File: src/rtl/slave_port_arbiter_if.sv
// Bus bundle between the competing masters, the per-slave arbiter and the slave.
//  master modport : arbiter view (it drives the granted transaction toward the slave)
//                   in : master_req/addr/cmd/wdata, slave_ack, slave_rdata
//                   out: master_ack, master_rdata, grant_id, slave_req/addr/cmd/wdata
//  slave modport  : environment view (masters' request decoders plus the slave itself)
interface slave_port_arbiter_if #(
    parameter int unsigned QTY_OF_MASTERS = 4,
    parameter int unsigned ADDR_W         = 32,
    parameter int unsigned DATA_W         = 32
);
    localparam int unsigned GW = $clog2(QTY_OF_MASTERS);

    logic [QTY_OF_MASTERS-1:0]        master_req;
    logic [QTY_OF_MASTERS*ADDR_W-1:0] master_addr;
    logic [QTY_OF_MASTERS-1:0]        master_cmd;
    logic [QTY_OF_MASTERS*DATA_W-1:0] master_wdata;
    logic [QTY_OF_MASTERS-1:0]        master_ack;
    logic [DATA_W-1:0]                master_rdata;
    logic [GW-1:0]                    grant_id;
    logic                             slave_req;
    logic [ADDR_W-1:0]                slave_addr;
    logic                             slave_cmd;
    logic [DATA_W-1:0]                slave_wdata;
    logic                             slave_ack;
    logic [DATA_W-1:0]                slave_rdata;

    modport master (
        input  master_req, master_addr, master_cmd, master_wdata, slave_ack, slave_rdata,
        output master_ack, master_rdata, grant_id, slave_req, slave_addr, slave_cmd, slave_wdata
    );

    modport slave (
        output master_req, master_addr, master_cmd, master_wdata, slave_ack, slave_rdata,
        input  master_ack, master_rdata, grant_id, slave_req, slave_addr, slave_cmd, slave_wdata
    );
endinterface

File: src/rtl/slave_port_arbiter.sv
// Round-robin arbiter owning one slave. Grants one requesting master at a time,
// latches its addr/cmd/wdata toward the slave, waits for slave_ack, then pulses
// master_ack to the winner with the captured read data.
//  clk, rst_n : clock and asynchronous active-low reset
//  bus        : slave_port_arbiter_if.master (master request side + slave side)
module slave_port_arbiter #(
    parameter int unsigned QTY_OF_MASTERS = 4,
    parameter int unsigned ADDR_W         = 32,
    parameter int unsigned DATA_W         = 32
) (
    input  logic                 clk,
    input  logic                 rst_n,
    slave_port_arbiter_if.master bus
);
    localparam int unsigned M  = QTY_OF_MASTERS;
    localparam int unsigned GW = $clog2(QTY_OF_MASTERS);

    typedef enum logic [1:0] {
        IDLE = 2'd0,
        BUSY = 2'd1,
        RESP = 2'd2
    } state_t;

    state_t            state_q, state_d;
    logic [GW-1:0]     grant_q, grant_d;
    logic [GW-1:0]     rr_q, rr_d;
    logic [M-1:0]      served_q, served_d, served_set;
    logic              slave_req_q, slave_req_d;
    logic [ADDR_W-1:0] addr_q, addr_d;
    logic              cmd_q, cmd_d;
    logic [DATA_W-1:0] wdata_q, wdata_d;
    logic [DATA_W-1:0] rdata_q, rdata_d;
    logic [M-1:0]      ack_q, ack_d;

    logic [M-1:0]      eligible;
    logic              win_found;
    logic [GW-1:0]     win_idx;
    logic [GW-1:0]     cand;

    // State and registered outputs
    always_ff @(posedge clk or negedge rst_n) begin
        if (!rst_n) begin
            state_q     <= IDLE;
            grant_q     <= '0;
            rr_q        <= '0;
            served_q    <= '0;
            slave_req_q <= 1'b0;
            addr_q      <= '0;
            cmd_q       <= 1'b0;
            wdata_q     <= '0;
            rdata_q     <= '0;
            ack_q       <= '0;
        end else begin
            state_q     <= state_d;
            grant_q     <= grant_d;
            rr_q        <= rr_d;
            served_q    <= served_d;
            slave_req_q <= slave_req_d;
            addr_q      <= addr_d;
            cmd_q       <= cmd_d;
            wdata_q     <= wdata_d;
            rdata_q     <= rdata_d;
            ack_q       <= ack_d;
        end
    end

    // Next-state, winner search and next output values
    always_comb begin
        state_d     = state_q;
        grant_d     = grant_q;
        rr_d        = rr_q;
        served_set  = '0;
        slave_req_d = slave_req_q;
        addr_d      = addr_q;
        cmd_d       = cmd_q;
        wdata_d     = wdata_q;
        rdata_d     = '0;
        ack_d       = '0;
        win_found   = 1'b0;
        win_idx     = '0;
        cand        = '0;

        // A master already served must drop its request before it is eligible again
        eligible = bus.master_req & ~served_q;

        // First eligible master starting at rr_q, wrapping modulo M
        for (int unsigned k = 0; k < M; k++) begin
            cand = GW'((32'(rr_q) + k) % M);
            if (!win_found && eligible[cand]) begin
                win_found = 1'b1;
                win_idx   = cand;
            end
        end

        case (state_q)
            IDLE: begin
                if (win_found) begin
                    state_d     = BUSY;
                    grant_d     = win_idx;
                    slave_req_d = 1'b1;
                    addr_d      = bus.master_addr[32'(win_idx)*ADDR_W +: ADDR_W];
                    cmd_d       = bus.master_cmd[win_idx];
                    wdata_d     = bus.master_wdata[32'(win_idx)*DATA_W +: DATA_W];
                end else begin
                    slave_req_d = 1'b0;
                end
            end
            BUSY: begin
                if (bus.slave_ack) begin
                    state_d     = RESP;
                    slave_req_d = 1'b0;
                    rr_d        = (grant_q == GW'(M - 1)) ? '0 : grant_q + GW'(1);
                    ack_d       = M'(1) << grant_q;
                    rdata_d     = bus.slave_rdata;
                end
            end
            RESP: begin
                state_d             = IDLE;
                served_set[grant_q] = 1'b1;
            end
            default: begin
                state_d     = IDLE;
                slave_req_d = 1'b0;
            end
        endcase

        // A low request clears the served bit, even in the cycle it is being set
        served_d = (served_q | served_set) & bus.master_req;
    end

    assign bus.master_ack   = ack_q;
    assign bus.master_rdata = rdata_q;
    assign bus.grant_id     = grant_q;
    assign bus.slave_req    = slave_req_q;
    assign bus.slave_addr   = addr_q;
    assign bus.slave_cmd    = cmd_q;
    assign bus.slave_wdata  = wdata_q;

endmodule

File: src/flat_wrapper.sv
// flat-port wrapper written by rule: the top's interface ports become plain ports
module slave_port_arbiter_flat 
#(
    parameter int unsigned QTY_OF_MASTERS = 4,
    parameter int unsigned ADDR_W         = 32,
    parameter int unsigned DATA_W         = 32
)
  (clk, rst_n, bus_master_req, bus_master_addr, bus_master_cmd, bus_master_wdata, bus_slave_ack, bus_slave_rdata, bus_master_ack, bus_master_rdata, bus_grant_id, bus_slave_req, bus_slave_addr, bus_slave_cmd, bus_slave_wdata);
  slave_port_arbiter_if #(.QTY_OF_MASTERS(QTY_OF_MASTERS), .ADDR_W(ADDR_W), .DATA_W(DATA_W)) bus_i ();
  input  logic clk;
  input  logic rst_n;
  input wire logic [$bits(bus_i.master_req)-1:0] bus_master_req;
  input wire logic [$bits(bus_i.master_addr)-1:0] bus_master_addr;
  input wire logic [$bits(bus_i.master_cmd)-1:0] bus_master_cmd;
  input wire logic [$bits(bus_i.master_wdata)-1:0] bus_master_wdata;
  input wire logic [$bits(bus_i.slave_ack)-1:0] bus_slave_ack;
  input wire logic [$bits(bus_i.slave_rdata)-1:0] bus_slave_rdata;
  output wire logic [$bits(bus_i.master_ack)-1:0] bus_master_ack;
  output wire logic [$bits(bus_i.master_rdata)-1:0] bus_master_rdata;
  output wire logic [$bits(bus_i.grant_id)-1:0] bus_grant_id;
  output wire logic [$bits(bus_i.slave_req)-1:0] bus_slave_req;
  output wire logic [$bits(bus_i.slave_addr)-1:0] bus_slave_addr;
  output wire logic [$bits(bus_i.slave_cmd)-1:0] bus_slave_cmd;
  output wire logic [$bits(bus_i.slave_wdata)-1:0] bus_slave_wdata;
  assign bus_i.master_req = bus_master_req;
  assign bus_i.master_addr = bus_master_addr;
  assign bus_i.master_cmd = bus_master_cmd;
  assign bus_i.master_wdata = bus_master_wdata;
  assign bus_i.slave_ack = bus_slave_ack;
  assign bus_i.slave_rdata = bus_slave_rdata;
  assign bus_master_ack = bus_i.master_ack;
  assign bus_master_rdata = bus_i.master_rdata;
  assign bus_grant_id = bus_i.grant_id;
  assign bus_slave_req = bus_i.slave_req;
  assign bus_slave_addr = bus_i.slave_addr;
  assign bus_slave_cmd = bus_i.slave_cmd;
  assign bus_slave_wdata = bus_i.slave_wdata;
  slave_port_arbiter #(.QTY_OF_MASTERS(QTY_OF_MASTERS), .ADDR_W(ADDR_W), .DATA_W(DATA_W)) u_core (.clk(clk), .rst_n(rst_n), .bus(bus_i));
endmodule
File: config.mk
export PLATFORM = sky130hd
export DESIGN_NAME = slave_port_arbiter_flat
export DESIGN_NICKNAME = d
export VERILOG_FILES = /design/src/rtl/slave_port_arbiter_if.sv /design/src/rtl/slave_port_arbiter.sv /design/src/flat_wrapper.sv
export SDC_FILE = /design/constraint.sdc
export NUM_CORES = 1
export LEC_CHECK = 0
export ABC_AREA = 0
export CORE_AREA = 2 2 156 158
export DETAILED_ROUTE_END_ITERATION = 10
export DIE_AREA = 0 0 158 160
export REMOVE_ABC_BUFFERS = 1
export SETUP_SLACK_MARGIN = 0.05
export SLEW_MARGIN = 20
export SYNTH_ARGS = -nofsm -noshare
export SYNTH_HDL_FRONTEND = slang
export SYNTH_SLANG_ARGS = --single-unit
File: constraint.sdc
create_clock -name clk -period 3.7 [get_ports clk]
set_clock_uncertainty 0.2 [all_clocks]
set_input_delay 1.11 -clock clk [delete_from_list [all_inputs] [get_ports clk]]
set_output_delay 1.11 -clock clk [all_outputs]
set_load 0.02 [all_outputs]
==> flow_summary.html <==
<h2>Implementation results</h2>
<table>
<tr><th>Metric</th><th>Value</th></tr>
<tr><th colspan="2">Finish</th></tr>
<tr><td>Leading cell category by total area</td><td>non-clock buffers</td></tr>
<tr><td>Commonest non-fill, non-tap cell in the layout</td><td>sky130_fd_sc_hd__clkdlybuf4s50_1</td></tr>
<tr><td>Most instantiated logic cells after routing</td><td>sky130_fd_sc_hd__clkdlybuf4s50_1, sky130_fd_sc_hd__mux2i_1, sky130_fd_sc_hd__dfrtp_1, sky130_fd_sc_hd__nand2_1, sky130_fd_sc_hd__o221ai_2</td></tr>
<tr><td>Fraction of area in clock buffers and inverters</td><td>~2.8%</td></tr>
<tr><td>MI comb cells</td><td>347</td></tr>
<tr><td>Multi-input logic portion of the cell area</td><td>27.7%</td></tr>
<tr><td>Non-Clock Inverter Count</td><td>2</td></tr>
<tr><td>Logic area</td><td>approximately 0.0030 mm²</td></tr>
<tr><td>Area growth from synthesis to final layout</td><td>79.9%</td></tr>
<tr><td>Layout cells sized above 1</td><td>9.68%</td></tr>
<tr><td>Number of sequential cells in the layout</td><td>112</td></tr>
<tr><td>Clock buffer cells</td><td>10</td></tr>
<tr><td>Flip-flop and latch area</td><td>between 0.002 and 0.003 mm²</td></tr>
<tr><td>Total non-filler cell area in the finished layout</td><td>roughly 0.011 mm²</td></tr>
<tr><td>Nets</td><td>roughly 1.2k</td></tr>
<tr><td>Bufs w/o clock</td><td>roughly 420</td></tr>
<tr><td>Share of final layout cell area taken by non-clock buffers</td><td>approximately two fifths</td></tr>
<tr><td>Number of antenna cells inserted</td><td>0</td></tr>
<tr><th colspan="2">Route</th></tr>
<tr><td>Vias per inst</td><td>~4.4</td></tr>
<tr><td>Top Layer Used</td><td>met4</td></tr>
<tr><td>Starting DRT DRC Count</td><td>between 150 and 200</td></tr>
<tr><td>WL/cell</td><td>between 15 and 20 µm</td></tr>
<tr><td>Remaining antenna violation count after routing</td><td>0</td></tr>
<tr><td>Detailed-routing iteration count for the pre-antenna-repair pass</td><td>4</td></tr>
<tr><td>Met1 wire length</td><td>roughly 9000 µm</td></tr>
<tr><td>Sum of met2 wire segment lengths after detailed routing</td><td>between 10000 and 15000 µm</td></tr>
<tr><td>DR DRC count</td><td>0</td></tr>
<tr><td>Wire length after detailed routing</td><td>about 23000 µm</td></tr>
<tr><th colspan="2">Pwr</th></tr>
<tr><td>Total combinational power</td><td>3760 µW</td></tr>
<tr><td>Power density of the placed cells</td><td>around 620 mW/mm²</td></tr>
<tr><td>Lkg Pwr</td><td>about 0.0047 µW</td></tr>
<tr><td>Clock group share of total power</td><td>roughly 15%</td></tr>
<tr><td>Largest vdd supply drop</td><td>about 0.29 mV</td></tr>
<tr><td>Final Power</td><td>between 6000 and 7000 µW</td></tr>
<tr><td>Top power group</td><td>combinational cells</td></tr>
<tr><td>Switching power total</td><td>2650 µW</td></tr>
<tr><td>Clock-net power</td><td>just over 1000 µW</td></tr>
<tr><td>Gate power share</td><td>between 50% and 60%</td></tr>
<tr><td>Seq pwr</td><td>between 1500 and 2000 µW</td></tr>
<tr><td>Internal power</td><td>between 4000 and 5000 µW</td></tr>
<tr><th colspan="2">Synth</th></tr>
<tr><td>Fraction of registers with async set or reset after synthesis</td><td>100%</td></tr>
<tr><td>Mean post-synth cell area</td><td>between 10 and 15 µm²</td></tr>
<tr><td>Yosys warns</td><td>0</td></tr>
<tr><td>Post-synthesis share of cell area spent on xor and xnor gates</td><td>0%</td></tr>
<tr><td>MUX share of area</td><td>22.0%</td></tr>
<tr><td>Dominant register cell in the synthesized netlist</td><td>sky130_fd_sc_hd__dfrtp_1</td></tr>
<tr><td>Post-synthesis cell count from yosys</td><td>about 500</td></tr>
<tr><td>Synth top area cells</td><td>sky130_fd_sc_hd__dfrtp_1, sky130_fd_sc_hd__mux2i_1, sky130_fd_sc_hd__o221ai_2, sky130_fd_sc_hd__nand2_1, sky130_fd_sc_hd__and2_1</td></tr>
<tr><td>Yosys stat chip area</td><td>~0.006 mm²</td></tr>
<tr><td>Post-synthesis sequential area ratio</td><td>46.6%</td></tr>
<tr><td>Proportion of netlist area held by the largest area contributor</td><td>between 40 and 50%</td></tr>
<tr><td>Synthesized-area fraction occupied by and/or/nand/nor cells</td><td>11.1%</td></tr>
<tr><td>Syn Std Cell Area</td><td>between 0.006 and 0.007 mm²</td></tr>
<tr><td>Most used standard cell by instance count after synthesis</td><td>sky130_fd_sc_hd__mux2i_1</td></tr>
<tr><td>Post-synthesis instance total</td><td>502</td></tr>
<tr><td>Most common library cells after synthesis</td><td>sky130_fd_sc_hd__mux2i_1, sky130_fd_sc_hd__dfrtp_1, sky130_fd_sc_hd__nand2_1</td></tr>
<tr><th colspan="2">Placed design</th></tr>
<tr><td>Post-detailed-placement half-perimeter wirelength</td><td>roughly 18000 µm</td></tr>
<tr><td>Final Wtd Congestion</td><td>a little under 0.8</td></tr>
<tr><td>Number of placed instances with taps included</td><td>roughly 1.2k</td></tr>
<tr><td>Buffers on Ports</td><td>roughly 400</td></tr>
<tr><td>Setup slack after placement</td><td>between 0.15 and 0.2 ns</td></tr>
<tr><td>Dpl cell area</td><td>roughly 0.011 mm²</td></tr>
<tr><th colspan="2">Floorplan</th></tr>
<tr><td>IO Pins</td><td>403</td></tr>
<tr><td>Die boundary width</td><td>~160 µm</td></tr>
<tr><th colspan="2">Final timing</th></tr>
<tr><td>Fin Setup TNS</td><td>0 ns</td></tr>
<tr><td>Post-route fraction of the period consumed by the critical path</td><td>between 80% and 90%</td></tr>
<tr><td>Slew Limit Fails</td><td>0</td></tr>
<tr><td>Final setup violation count</td><td>0</td></tr>
<tr><td>Final-report hold violation count</td><td>0</td></tr>
<tr><th colspan="2">Global route</th></tr>
<tr><td>Met2 global-route usage</td><td>31.3%</td></tr>
<tr><td>Initial antenna violation count</td><td>0</td></tr>
<tr><td>Vias in the first global route</td><td>roughly 5.9k</td></tr>
<tr><td>Gr busiest metal</td><td>met2</td></tr>
<tr><td>Aggregate global-route resource usage</td><td>between 10% and 20%</td></tr>
<tr><td>Remaining global-route overflow</td><td>0</td></tr>
<tr><td>Global routing usage on met1</td><td>between 10% and 20%</td></tr>
<tr><td>Global-route wire length before repair</td><td>about 34000 µm</td></tr>
<tr><td>Met3 demand-to-capacity share in global routing</td><td>between 5 and 6%</td></tr>
<tr><th colspan="2">Clocking</th></tr>
<tr><td>CTS buffer count</td><td>9</td></tr>
<tr><td>Clock slew at the register clock pins of the worst setup and hold paths</td><td>0.08 ns</td></tr>
<tr><td>Later-pin clock latency in the skew report</td><td>0.35 ns</td></tr>
<tr><td>H-tree level count</td><td>3</td></tr>
<tr><td>Clock sink count</td><td>around 110</td></tr>
<tr><td>Buffers inserted during post-CTS setup optimization</td><td>0</td></tr>
<tr><td>Maximum buffer depth of the clock tree</td><td>2</td></tr>
<tr><td>Root cell of the clock tree</td><td>sky130_fd_sc_hd__clkbuf_16</td></tr>
<tr><td>Hold Buf Count CTS</td><td>0</td></tr>
<tr><th colspan="2">Setup path</th></tr>
<tr><td>Worst endpoint data arrival time</td><td>~3.2 ns</td></tr>
<tr><td>Largest delay contributor family on the critical path</td><td>simple AND/OR/NAND/NOR gates</td></tr>
<tr><td>Reg2Reg Depth</td><td>7</td></tr>
<tr><td>Origin of the worst setup path</td><td>bus_master_req[0]</td></tr>
<tr><td>Critical register-to-register path endpoint</td><td>u_core.bus.slave_wdata[23]</td></tr>
<tr><td>Worst setup path category</td><td>primary input to flip-flop</td></tr>
<tr><td>Worst Path Required</td><td>3.76 ns</td></tr>
<tr><td>Biggest cell delay along the critical path</td><td>0.54 ns</td></tr>
<tr><td>Sum of buffers and inverters on the critical path</td><td>2</td></tr>
<tr><td>Flop-to-flop setup slack</td><td>about 1.3 ns</td></tr>
<tr><td>Worst path slowest cell</td><td>sky130_fd_sc_hd__clkdlybuf4s50_1</td></tr>
<tr><td>Critical path endpoint category</td><td>flip-flop</td></tr>
<tr><th colspan="2">Worst hold path</th></tr>
<tr><td>HP Start</td><td>u_core.bus.slave_wdata[19]</td></tr>
<tr><td>Type of the tightest min-delay check</td><td>flip-flop to flip-flop</td></tr>
<tr><td>Worst Hold End</td><td>u_core.bus.slave_wdata[19]</td></tr>
<tr><th colspan="2">Run</th></tr>
<tr><td>Tool warning count</td><td>28</td></tr>
<tr><th colspan="2">Status</th></tr>
<tr><td>Outcome</td><td>finished clean</td></tr>
</table>
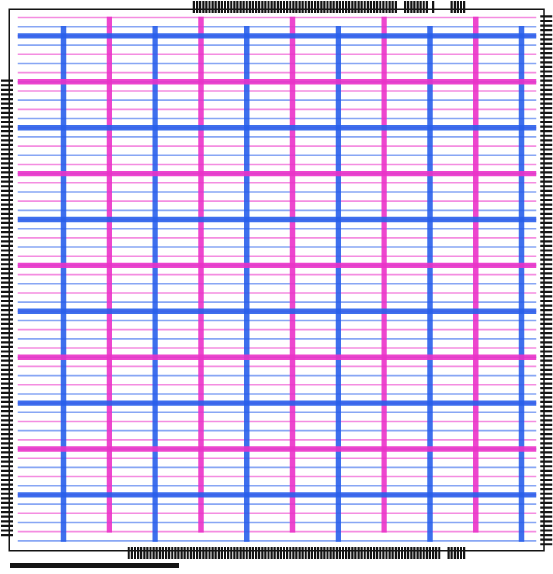
**Above:** PDN straps and rails.
The bar under the picture is 50 µm long. Pins as bars on the die edge.
legend:
  magenta:
    net: VDD
  blue:
    net: VSS
met4 straps: 11
signal pins: 403
met1 rails: 58

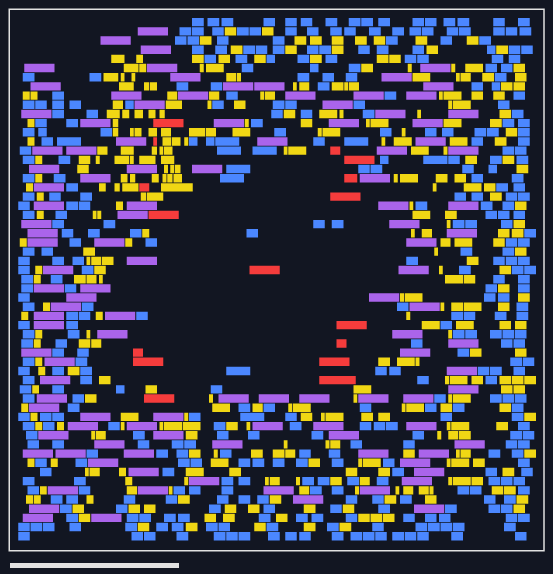
**Above:** placed cells, one color a class.
The bar under the picture is 50 µm long.
legend:
  red:
    class: clock drivers and dummy loads
    cells: 16
  yellow:
    class: combinational and other logic
    cells: 349
  purple:
    class: flops
    cells: 112
  blue:
    class: other buffers and delay cells
    cells: 422

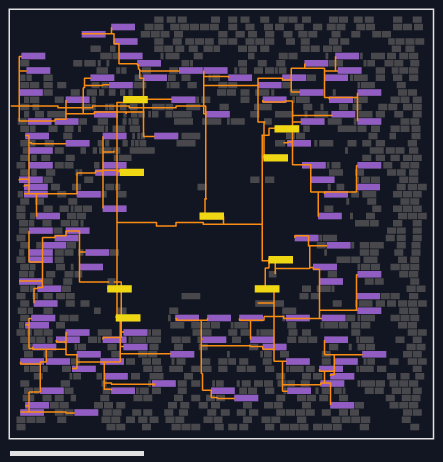
**Above:** clock distribution.
The bar under the picture is 50 µm long.
legend:
  orange:
    item: clock wires
    length: 1640 µm
  yellow:
    item: clock drivers
    count: 9
  purple:
    item: flip-flops
    count: 112
flops lie: spread over the die

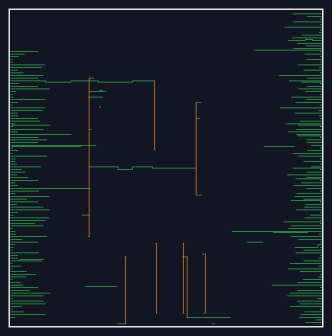
**Above:** routed metal, one color a layer.
Only two layers are drawn.
legend:
  green:
    layer: metal 3
    wire_length: 2360 µm
  orange:
    layer: metal 4
    wire_length: 327 µm

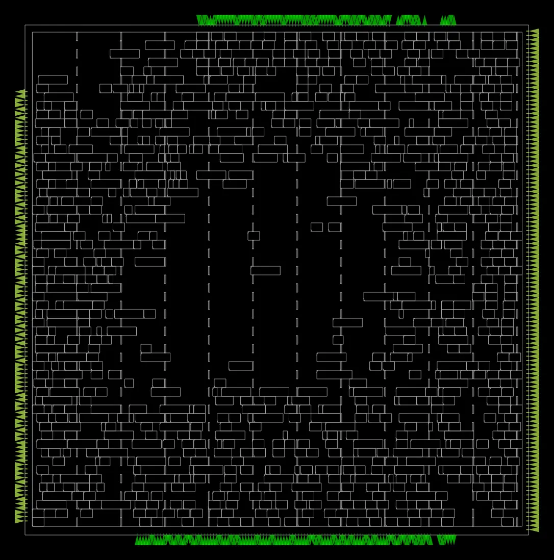
**Above:** cell outlines without signal wires.
fin util: 45.4%
floorplan core area: 0.0238 mm²
count of standard-cell rows: 57
sequential share of cell area: 25.9%
number of well taps: 324

Power is estimated from default activity; no workload was simulated.
